[src/rtl/keypad_time_entry.sv]
// keypad_time_entry
// Collects up to four two-digit BCD fields from a one-hot decimal keypad.
// '#' commits the current field after a range check. Field 0 is hours, capped
// at HOUR_MAX. The remaining fields are 00-59. The last accepted field
// atomically updates time_out.
// A session is aborted when en drops or after TIMEOUT_CYCLES idle cycles.
// Optional feature: define KEYPAD_BACKSPACE_EN to make '*' a backspace key.
module keypad_time_entry #(
    parameter int          NUM_FIELDS     = 3,
    parameter int          HOUR_MAX       = 23,
    parameter int unsigned TIMEOUT_CYCLES = 500_000_000
) (
    input  logic                    clk,
    input  logic                    rst,
    input  logic                    en,
    input  logic [9:0]              keypad,
    input  logic                    sharp,
    input  logic                    star,
    output logic [8*NUM_FIELDS-1:0] time_out,
    output logic [8*NUM_FIELDS-1:0] edit_out,
    output logic [1:0]              field_idx,
    output logic                    busy,
    output logic                    completeSetting,
    output logic                    entry_error,
    output logic                    timeout
);

    localparam int          W          = 8 * NUM_FIELDS;
    localparam logic [1:0]  LAST_IDX   = 2'(NUM_FIELDS - 1);
    localparam logic [31:0] TMO_LAST   = 32'(TIMEOUT_CYCLES - 1);
    localparam logic [6:0]  HOUR_LIMIT = 7'(HOUR_MAX);
    localparam logic [6:0]  MIN_LIMIT  = 7'd59;

    typedef enum logic [1:0] {
        S_IDLE  = 2'd0,
        S_ENTRY = 2'd1,
        S_DONE  = 2'd2
    } state_t;

    state_t       state_q, state_d;
    logic [7:0]   fld_q [NUM_FIELDS];
    logic [7:0]   fld_d [NUM_FIELDS];
    logic [1:0]   idx_q, idx_d;
    logic [1:0]   cnt_q, cnt_d;
    logic [31:0]  timer_q, timer_d;
    logic [W-1:0] time_d;
    logic         complete_d, error_d, timeout_d;
    logic         en_prev_q, key_prev_q, sharp_prev_q, star_prev_q;

    logic         en_rise, key_ev, sharp_ev, star_ev, key_single;
    logic [3:0]   digit;
    logic [7:0]   cur_fld;
    logic [6:0]   cur_val, cur_lim;

    // Rising-edge events against the registered previous samples
    assign en_rise    = en & ~en_prev_q;
    assign key_ev     = (|keypad) & ~key_prev_q;
    assign sharp_ev   = sharp & ~sharp_prev_q;
    assign star_ev    = star & ~star_prev_q;
    // Only meaningful together with key_ev, which already implies keypad != 0
    assign key_single = (keypad & (keypad - 10'd1)) == 10'd0;

    assign cur_fld = fld_q[idx_q];
    assign cur_val = 7'(cur_fld[7:4]) * 7'd10 + 7'(cur_fld[3:0]);
    assign cur_lim = (idx_q == 2'd0) ? HOUR_LIMIT : MIN_LIMIT;

`ifndef KEYPAD_BACKSPACE_EN
    // '*' has no function in this build; its edge flag is kept for uniformity
    logic unused_star;
    assign unused_star = star_ev;
`endif

    // Encode the one-hot keypad into a binary digit
    always_comb begin
        digit = 4'd0;
        for (int d = 0; d < 10; d++) begin
            if (keypad[d]) digit = 4'(d);
        end
    end

    // Field packing: field 0 sits in the most significant byte
    for (genvar g = 0; g < NUM_FIELDS; g++) begin : g_pack
        assign edit_out[8*(NUM_FIELDS-1-g) +: 8] = fld_q[g];
    end

    assign field_idx = idx_q;
    assign busy      = (state_q != S_IDLE);

    // Next-state and next-output logic; sharp > star > digit within a cycle
    always_comb begin
        // NOTE: every variable gets a default here so no path can infer a latch.
        state_d    = state_q;
        fld_d      = fld_q;
        idx_d      = idx_q;
        cnt_d      = cnt_q;
        timer_d    = timer_q;
        time_d     = time_out;
        complete_d = 1'b0;
        error_d    = 1'b0;
        timeout_d  = 1'b0;

        case (state_q)
            S_IDLE: begin
                if (en_rise) begin
                    state_d = S_ENTRY;
                    fld_d   = '{default: '0};
                    idx_d   = 2'd0;
                    cnt_d   = 2'd0;
                    timer_d = 32'd0;
                end
            end

            S_ENTRY: begin
                if (!en) begin
                    state_d = S_IDLE;
                end else if (sharp_ev) begin
                    timer_d = 32'd0;
                    if (cur_val > cur_lim) begin
                        error_d      = 1'b1;
                        fld_d[idx_q] = 8'h00;
                        cnt_d        = 2'd0;
                    end else if (idx_q == LAST_IDX) begin
                        state_d = S_DONE;
                    end else begin
                        // The next field starts empty so count 0 always shows 00
                        idx_d                = idx_q + 2'd1;
                        cnt_d                = 2'd0;
                        fld_d[idx_q + 2'd1]  = 8'h00;
                    end
`ifdef KEYPAD_BACKSPACE_EN
                end else if (star_ev) begin
                    // A '*' press counts as activity even when it has nothing to erase
                    timer_d = 32'd0;
                    if (cnt_q != 2'd0) begin
                        fld_d[idx_q] = {4'd0, cur_fld[7:4]};
                        cnt_d        = cnt_q - 2'd1;
                    end else if (idx_q != 2'd0) begin
                        idx_d = idx_q - 2'd1;
                        cnt_d = 2'd2;
                    end
`endif
                end else if (key_ev) begin
                    // Multi-key presses are dropped but still count as activity
                    timer_d = 32'd0;
                    if (key_single) begin
                        fld_d[idx_q] = {cur_fld[3:0], digit};
                        cnt_d        = (cnt_q == 2'd2) ? 2'd2 : cnt_q + 2'd1;
                    end
                end else if (timer_q == TMO_LAST) begin
                    timeout_d = 1'b1;
                    state_d   = S_IDLE;
                end else begin
                    timer_d = timer_q + 32'd1;
                end
            end

            S_DONE: begin
                time_d     = edit_out;
                complete_d = 1'b1;
                state_d    = S_IDLE;
            end

            default: state_d = S_IDLE;
        endcase
    end

    // State, edit fields, committed time, pulses and edge flags
    always_ff @(posedge clk) begin
        if (!rst) begin
            state_q         <= S_IDLE;
            // NOTE: the field array drives outputs directly, so all entries are reset.
            fld_q           <= '{default: '0};
            idx_q           <= 2'd0;
            cnt_q           <= 2'd0;
            timer_q         <= 32'd0;
            time_out        <= '0;
            completeSetting <= 1'b0;
            entry_error     <= 1'b0;
            timeout         <= 1'b0;
            en_prev_q       <= 1'b0;
            key_prev_q      <= 1'b0;
            sharp_prev_q    <= 1'b0;
            star_prev_q     <= 1'b0;
        end else begin
            // NOTE: non-blocking so every register samples pre-edge values.
            state_q         <= state_d;
            fld_q           <= fld_d;
            idx_q           <= idx_d;
            cnt_q           <= cnt_d;
            timer_q         <= timer_d;
            time_out        <= time_d;
            completeSetting <= complete_d;
            entry_error     <= error_d;
            timeout         <= timeout_d;
            en_prev_q       <= en;
            key_prev_q      <= |keypad;
            sharp_prev_q    <= sharp;
            star_prev_q     <= star;
        end
    end

endmodule
[config.mk]
export PLATFORM = sky130hd
export DESIGN_NAME = keypad_time_entry
export DESIGN_NICKNAME = d
export VERILOG_FILES = /design/src/rtl/keypad_time_entry.sv
export SDC_FILE = /design/constraint.sdc
export NUM_CORES = 1
export LEC_CHECK = 0
export CAP_MARGIN = 20
export CORE_MARGIN = 2
export CORE_UTILIZATION = 56
export CTS_CLUSTER_DIAMETER = 120
export DETAILED_ROUTE_END_ITERATION = 12
export PLACE_DENSITY = 0.88
export SLEW_MARGIN = 40
export SYNTH_ARGS = -nofsm -noshare
export SYNTH_HDL_FRONTEND = slang
export SYNTH_SLANG_ARGS = --single-unit
[constraint.sdc]
create_clock -name clk -period 5.2 [get_ports clk]
set_input_delay 0.52 -clock clk [delete_from_list [all_inputs] [get_ports clk]]
set_output_delay 0.52 -clock clk [all_outputs]
set_load 0.02 [all_outputs]
==> results.yml <==
# physical design summary
status:
  status: "completed"
layout:
  final_cell_area_um2: 6130
  largest_cell_class: "logic gates"
  diodes: 0
  syn2layout_area_growth_pct: 19.3
  buffers: 76
  flops: 90
grt:
  grt_overflow: 0
  met1_usage: 0.331
  met2_usage: 0.507
worst_setup_path:
  critical_path_class: "reg -> reg"
  start_kind: "flip-flop"
  reg2reg_depth: 14
  crit_path_end: "edit_out[9]"
  worstPathCellList: "mux2i_1, o22ai_1, ha_1, ha_1, inv_1, fa_1, xnor2_1, ha_1, and2_1, and3_1, o211a_1, o211ai_1, mux2i_1, o221ai_1"
  worstReg2RegEnd: "edit_out[9]"
  cp_common_cell: "ha_1"
  r2r_slack_ns: 0.35
  r2r_start: "field_idx[1]"
  cp-end-kind: "flip-flop"
flow_run:
  tool_warnings: 30
  cap_viol_max_count: 0
pwr:
  total_power_uw: 1370
  p_per_area_nw_per_um2: 224
placed_design:
  dp.cells: 803
final_timing:
  setup_viol: 0
  skew_ns: 0.0141
  period_needed_ns: 4.85
  final_hold_viol_count: 0
  tightest_slew_ns: 0.842
clocking:
  cts_resized: 0
  cts.htree.levels: 3
  worstSkewPairLatency_ns: 0.37
  tritoncts.num_buffers: 9
  clockBufferDepth: 2
synth:
  top_cell_area_share: 0.351
  synthFlopType: "dfxtp_1"
  ys_seq_frac: 0.351
  synth-edff-count: 0
drt:
  wl_met3_um: 904
  drtIter0Drc: 392
  drtPass1Iterations: 6
hold_path:
  hp-class: "reg -> reg"
die:
  fp_util: 0.583
-- layout by cell type (no fill, tap or decap), types with 3 or more instances in the layout --
| cell | n |
|---|---|
| nor4_1 | 10 |
| nand2b_1 | 4 |
| a211o_1 | 5 |
| clkdlybuf4s50_1 | 67 |
| inv_1 | 53 |
| nand4_1 | 10 |
| nor3_1 | 5 |
| buf_4 | 9 |
| nor2b_1 | 7 |
| mux2i_1 | 13 |
| a2111oi_0 | 4 |
| or3_1 | 9 |
| a21oi_1 | 16 |
| and2_1 | 6 |
| o21ai_1 | 4 |
| ha_1 | 14 |
| a21boi_0 | 28 |
| nor4_2 | 3 |
| o22ai_1 | 4 |
| and3_1 | 9 |
| a211oi_1 | 9 |
| clkbuf_8 | 9 |
| nor2_1 | 37 |
| nand3_1 | 16 |
| o21ai_0 | 39 |
| dfxtp_1 | 90 |
| a31oi_1 | 5 |
| nand2_1 | 125 |
| o221ai_1 | 24 |
| xnor2_1 | 17 |
| o31ai_4 | 3 |
-- Yosys cell counts (3+ instances only) --
cell and number:
a2111oi_0 4, a211o_1 5, a211oi_1 9, a21boi_0 28
a21oi_1 16, a31oi_1 5, and2_1 6, and3_1 9
buf_2 3, clkbuf_1 18, dfxtp_1 90, ha_1 14
inv_1 53, mux2i_1 13, nand2_1 125, nand2b_1 5
nand3_1 16, nand4_1 10, nor2_1 37, nor2b_1 7
nor3_1 5, nor4_1 11, o21ai_0 40, o21ai_1 3
o221ai_1 24, o22ai_1 4, o31ai_4 3, or3_1 9
xnor2_1 17
-- worst min-delay path by stage --
stage	end	from	depth (start not counted)
2_1_floorplan	state_q[0]	en_prev_q	1
3_3_place_gp	state_q[0]	en_prev_q	1
3_5_place_dp	state_q[0]	en_prev_q	1
4_1_cts	time_out[10]	time_out[10]	2
5_1_grt	time_out[5]	time_out[5]	2
6_report	time_out[10]	time_out[10]	2
-- critical path: cells and delay by family (launching register included) --
| family | cells | cell delay, ns |
|---|---|---|
| AND-OR/OR-AND | 4 | 1.17 |
| XOR/XNOR | 1 | 0.17 |
| adder cells (fa/ha/maj) | 4 | 1.30 |
| buffers and inverters | 1 | 0.07 |
| flip-flops | 1 | 0.74 |
| multiplexers | 2 | 0.88 |
| AND/OR/NAND/NOR | 2 | 0.37 |
-- kinds of logic after synthesis --
| kind of cell | Yosys count | synth area share |
|---|---|---|
| adders and majority gates | 16 | 0.0419 |
| and+or+nand+nor | 262 | 0.249 |
| muxes | 15 | 0.0297 |
| xor gates and xnor gates | 18 | 0.0307 |
| buffers and inverters | 78 | 0.0606 |
| DFF | 90 | 0.351 |
| AOI/OAI and AO/OA | 165 | 0.237 |
-- registers in the layout, summed over array words and instances, names as in the netlist --
signal / flops
completeSetting: 1
edit_out: 24
en_prev_q: 1
entry_error: 1
field_idx: 2
key_prev_q: 1
sharp_prev_q: 1
state_q: 2
time_out: 24
timeout: 1
timer_q: 32
-- power breakdown --
| part | leakage (µW) | switching (µW) | total (µW) | internal (µW) |
|---|---|---|---|---|
| Combinational | 0.00119 | 79.8 | 126 | 46.1 |
| Sequential | 0.000726 | 7.16 | 701 | 694 |
| Clock | 0.000112 | 268 | 544 | 276 |
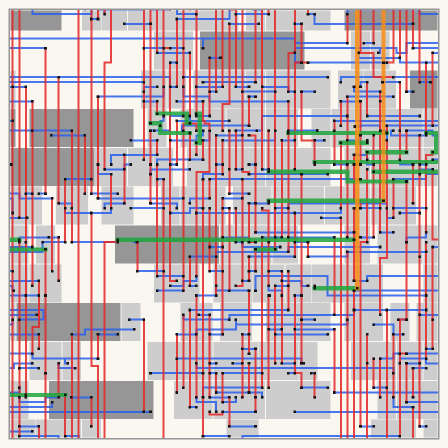
(zoomed window)
Window x 35 to 65, y 15 to 45 µm. Cells in gray, sequential cells in the stronger gray; small squares are vias.
[met4] orange
[met3] green
[met2] red
[met1] blue
cells with their middle in the window: 80
sequential cells in the window: 7
most frequent: inv_1 (10), dfxtp_1 (7)
netlist names of flops here include: timer_q (3), field_idx (2)

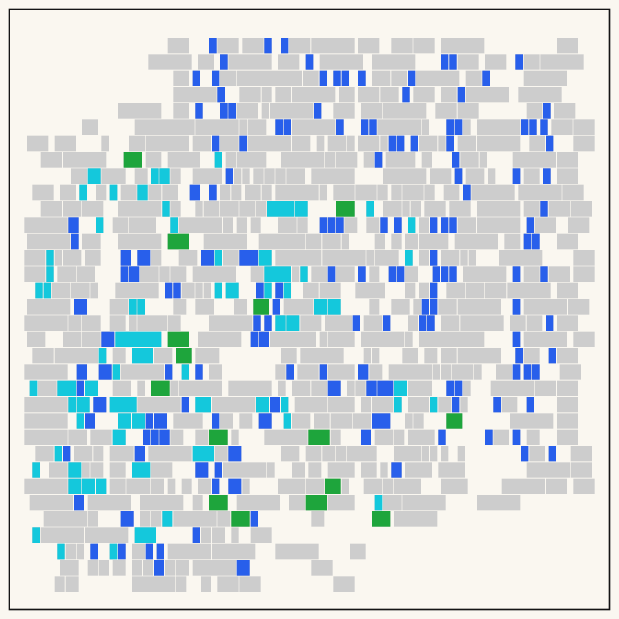
(logic cells by family)
(6 px per µm)
[NAND gates] blue | cells: 158 | most used: nand2_1 | where: spread over the die
[NOR gates] cyan | cells: 69 | most used: nor2_1
[AND-OR and OR-AND gates] green | cells: 15 | most used: a211o_1

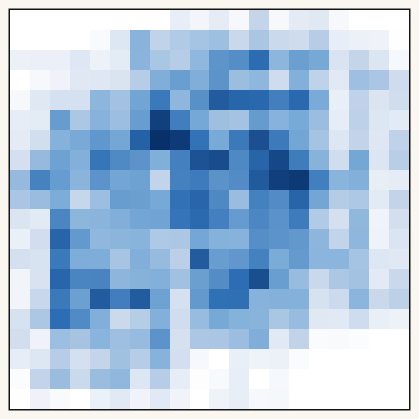
(signal metal coverage by tile)
(4 px per µm) 20 x 20 tiles, from white (low) to dark blue (high), scaled to the fullest tile. Values are wire area over tile area, all layers added.
fullest tile: 0.65
tiles over half the peak: 28%
emptiest ninth of the die: lower right
densest ninth of the die: center
mean over tiles: 0.22

No activity file was given, so power comes from the tool's default toggle rates.
